`config.mk`:
```
export PLATFORM = sky130hd
export DESIGN_NAME = mem_wb_stage
export DESIGN_NICKNAME = d
export VERILOG_FILES = /design/src/rtl/mem_wb_pkg.sv /design/src/rtl/data_mem.sv /design/src/rtl/mem_wb_stage.sv
export SDC_FILE = /design/constraint.sdc
export NUM_CORES = 2
export LEC_CHECK = 0
export ABC_AREA = 1
export ABC_CLOCK_PERIOD_IN_PS = 7500
export CAP_MARGIN = 5
export CORE_ASPECT_RATIO = 0.7
export CORE_MARGIN = 2
export CORE_UTILIZATION = 60
export DETAILED_ROUTE_END_ITERATION = 12
export PLACE_DENSITY_LB_ADDON = 0.1
export RECOVER_POWER = 100
export SYNTH_ARGS = -nofsm -noshare
export SYNTH_HDL_FRONTEND = slang
export SYNTH_SLANG_ARGS = --single-unit
```
`constraint.sdc`:
```
create_clock -name clk -period 7.5 [get_ports clk]
set_input_delay 1.5 -clock clk [delete_from_list [all_inputs] [get_ports clk]]
set_output_delay 1.5 -clock clk [all_outputs]
set_load 0.005 [all_outputs]
```
`src/rtl/mem_wb_pkg.sv`:
```
// Shared widths and FSM state type for the dual-lane MEM/WB stage.
package mem_wb_pkg;
  localparam int DATA_W     = 8;
  localparam int REG_ADDR_W = 5;
  localparam int DMEM_DEPTH = 256;
  localparam int ADDR_W     = $clog2(DMEM_DEPTH);

  typedef enum logic {
    IDLE,
    SECOND
  } state_t;
endpackage

```
`src/rtl/data_mem.sv`:
```
// Single-ported byte memory: combinational read, write on the rising clock edge.
module data_mem
  import mem_wb_pkg::*;
(
  input  logic              clk,
  input  logic [ADDR_W-1:0] addr,
  input  logic [DATA_W-1:0] wdata,
  input  logic              we,
  output logic [DATA_W-1:0] rdata
);

  // Contents are deliberately not reset so stored data survives a pipeline reset.
  logic [DATA_W-1:0] mem [DMEM_DEPTH];

  assign rdata = mem[addr];

  always_ff @(posedge clk) begin
    if (we) mem[addr] <= wdata;
  end

endmodule

```
`src/rtl/mem_wb_stage.sv`:
```
// Dual-lane MEM/WB stage sharing one data-memory port; a two-lane memory
// conflict is split over two cycles, lane 1 first, with a one-cycle stall.
module mem_wb_stage
  import mem_wb_pkg::*;
(
  input  logic                  clk,
  input  logic                  reset,
  input  logic [DATA_W-1:0]     alu_result_1,
  input  logic [DATA_W-1:0]     alu_result_2,
  input  logic [DATA_W-1:0]     write_data_1,
  input  logic [DATA_W-1:0]     write_data_2,
  input  logic [REG_ADDR_W-1:0] rd_1,
  input  logic [REG_ADDR_W-1:0] rd_2,
  input  logic                  mem_read_1,
  input  logic                  mem_read_2,
  input  logic                  mem_write_1,
  input  logic                  mem_write_2,
  input  logic                  mem_to_reg_1,
  input  logic                  mem_to_reg_2,
  input  logic                  reg_write_1,
  input  logic                  reg_write_2,
  output logic                  stall,
  output logic [DATA_W-1:0]     wb_data_1,
  output logic [DATA_W-1:0]     wb_data_2,
  output logic [REG_ADDR_W-1:0] wb_rd_1,
  output logic [REG_ADDR_W-1:0] wb_rd_2,
  output logic                  wb_reg_write_1,
  output logic                  wb_reg_write_2
);

  state_t state, state_next;

  logic active_1, active_2, conflict, use_lane_2;
  logic [ADDR_W-1:0] mem_addr;
  logic [DATA_W-1:0] mem_wdata, mem_rdata;
  logic              mem_we;
  logic [DATA_W-1:0] lane_data_1, lane_data_2;

  logic [DATA_W-1:0]     hold_data;
  logic [REG_ADDR_W-1:0] hold_rd;
  logic                  hold_reg_write;

  assign active_1 = mem_read_1 | mem_write_1;
  assign active_2 = mem_read_2 | mem_write_2;
  assign conflict = (state == IDLE) && active_1 && active_2;
  assign stall    = conflict;

  always_comb begin
    state_next = IDLE;
    use_lane_2 = 1'b0;
    case (state)
      IDLE: begin
        use_lane_2 = active_2 && !active_1;
        if (conflict) state_next = SECOND;
      end
      SECOND: begin
        use_lane_2 = 1'b1;
        state_next = IDLE;
      end
      default: begin
        state_next = IDLE;
        use_lane_2 = 1'b0;
      end
    endcase
  end

  // Reset gates the write so an abandoned lane-2 access never lands.
  assign mem_addr  = use_lane_2 ? alu_result_2 : alu_result_1;
  assign mem_wdata = use_lane_2 ? write_data_2 : write_data_1;
  assign mem_we    = !reset && (use_lane_2 ? mem_write_2 : mem_write_1);

  data_mem u_data_mem (
    .clk   (clk),
    .addr  (mem_addr),
    .wdata (mem_wdata),
    .we    (mem_we),
    .rdata (mem_rdata)
  );

  assign lane_data_1 = mem_to_reg_1 ? mem_rdata : alu_result_1;
  assign lane_data_2 = mem_to_reg_2 ? mem_rdata : alu_result_2;

  always_ff @(posedge clk) begin
    if (reset) begin
      state          <= IDLE;
      wb_data_1      <= '0;
      wb_data_2      <= '0;
      wb_rd_1        <= '0;
      wb_rd_2        <= '0;
      wb_reg_write_1 <= 1'b0;
      wb_reg_write_2 <= 1'b0;
      hold_data      <= '0;
      hold_rd        <= '0;
      hold_reg_write <= 1'b0;
    end else begin
      state <= state_next;
      if (conflict) begin
        hold_data      <= lane_data_1;
        hold_rd        <= rd_1;
        hold_reg_write <= reg_write_1;
        wb_data_1      <= '0;
        wb_data_2      <= '0;
        wb_rd_1        <= '0;
        wb_rd_2        <= '0;
        wb_reg_write_1 <= 1'b0;
        wb_reg_write_2 <= 1'b0;
      end else if (state == SECOND) begin
        wb_data_1      <= hold_data;
        wb_rd_1        <= hold_rd;
        wb_reg_write_1 <= hold_reg_write;
        wb_data_2      <= lane_data_2;
        wb_rd_2        <= rd_2;
        wb_reg_write_2 <= reg_write_2;
      end else begin
        wb_data_1      <= lane_data_1;
        wb_rd_1        <= rd_1;
        wb_reg_write_1 <= reg_write_1;
        wb_data_2      <= lane_data_2;
        wb_rd_2        <= rd_2;
        wb_reg_write_2 <= reg_write_2;
      end
    end
  end

endmodule

```
==> results.json <==
{
  "cts_resized": 0,
  "layout.area.comb_um2": 23900,
  "fin_tns_setup_ns": 0,
  "critical_path_cell_count": 10,
  "met3_usage_pct": 8.27,
  "top_cell": "nand2_1",
  "setup.worst_path.start": "mem_write_1",
  "drive_gt1_share_pct": 4.25,
  "comb_power_share_pct": 12.8,
  "cp.required_ns": 7.90,
  "inverters": 38,
  "ys_cells": 8802,
  "grt_max_degree": 178,
  "yosysUniqueCellTypes": 26,
  "p_sw_mw": 6.83,
  "critPathMaxStageDelay_ns": 1.55,
  "wirelength_mm": 240,
  "area_growth_syn_to_layout_pct": 9.17,
  "crit_chain": "dlygate4sd3_1, nor2_1, nand2_1, nand2_1, nand2_2, nand2_4, nor3_1, nand2_1, clkbuf_1, nor2_1",
  "vias_per_cell": 5.67,
  "finalCritPeriodShare_pct": 86.5,
  "yosysWarnings": 0,
  "ys_async_sr_fraction_pct": 0,
  "grt_use_met1_pct": 49.6,
  "preCtsSetupSlack_ns": 1.27,
  "status": "complete, but fails checks",
  "holdWs_ns": 0.458,
  "enable_flop_cells": 2048,
  "clockBufferDepth": 3,
  "synth_nets": 8854,
  "pg_comb_mw": 3.32,
  "wl_met1_mm": 103,
  "power_density_nw_per_um2": 268,
  "overflow": 0,
  "die_y_um": 326,
  "top_area_cell": "edfxtp_1",
  "rsz0062_at_grt": "no",
  "logic_family": "simple AND/OR/NAND/NOR gates",
  "wl_met2_mm": 100,
  "hold_buffers": 0,
  "maxCapViolations": 19,
  "final-clk-cell-share_pct": 6.13,
  "common_cells": "nand2_1 (5,147), edfxtp_1 (2,048), nor2_1 (613)",
  "core-area_um2": 147000,
  "io_pins": 81,
  "hold_viol_final": 0,
  "ys_sh_aoi_pct": 0.373,
  "internal-power_mw": 19.1,
  "min_to": "hold_data[1]",
  "ys_area_um2": 88800,
  "signal_buffers": 241,
  "taps": 1980,
  "hold_path.class": "reg2reg",
  "path_buffers": 2,
  "hpwl_mm": 135,
  "nMultiInputCombCells": 6189,
  "fin_nets": 8802,
  "pwr-share-seq_pct": 50.6,
  "tritoncts": "built",
  "seq_share_pct": 64.3,
  "sw_frac_of_total_pct": 26.3,
  "final_core_util_pct": 65.8,
  "fin_ws_ns": 1.01,
  "violations": "max-capacitance violations, max-slew violations",
  "final-max-slew-violation-count": 1178,
  "port_buffers": 80,
  "ys_seq_share_pct": 70.2,
  "top_power_group": "registers",
  "cts_setup_buffers": 0
}
Figure 1. Cells by drive strength.
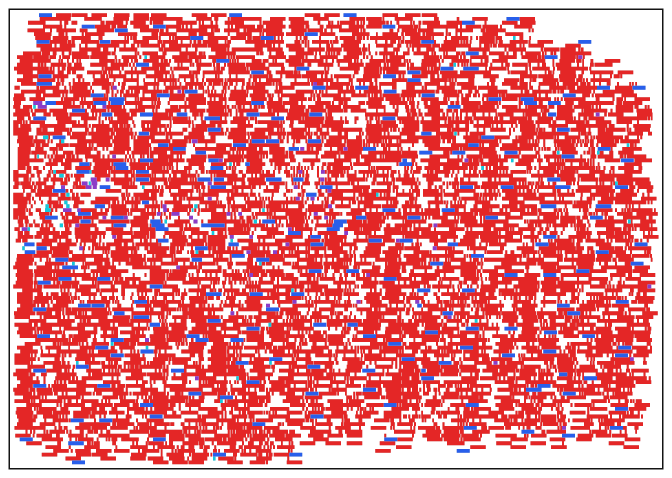
| size | color | cells | most used |
|---|---|---|---|
| _6 and larger | blue | 252 | clkbuf_16 |
| _3 and _4 cells | purple | 75 | buf_4 |
| _0 and _1 cells | red | 8,520 | nand2_1 |
| _2 cells | cyan | 51 | clkinv_2 |

Figure 2. Clock wiring as the flow saved it.
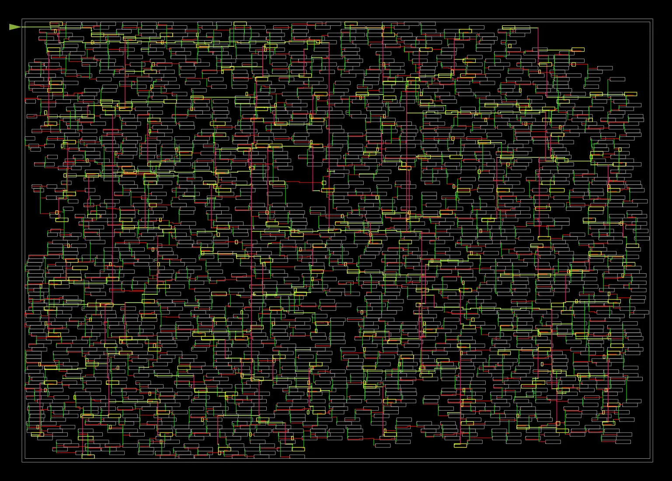
CTS buffer count: 189
Setup Skew: 0.0273 ns
worst skew pair latency: 0.83 ns

Power is estimated from default activity; no workload was simulated.
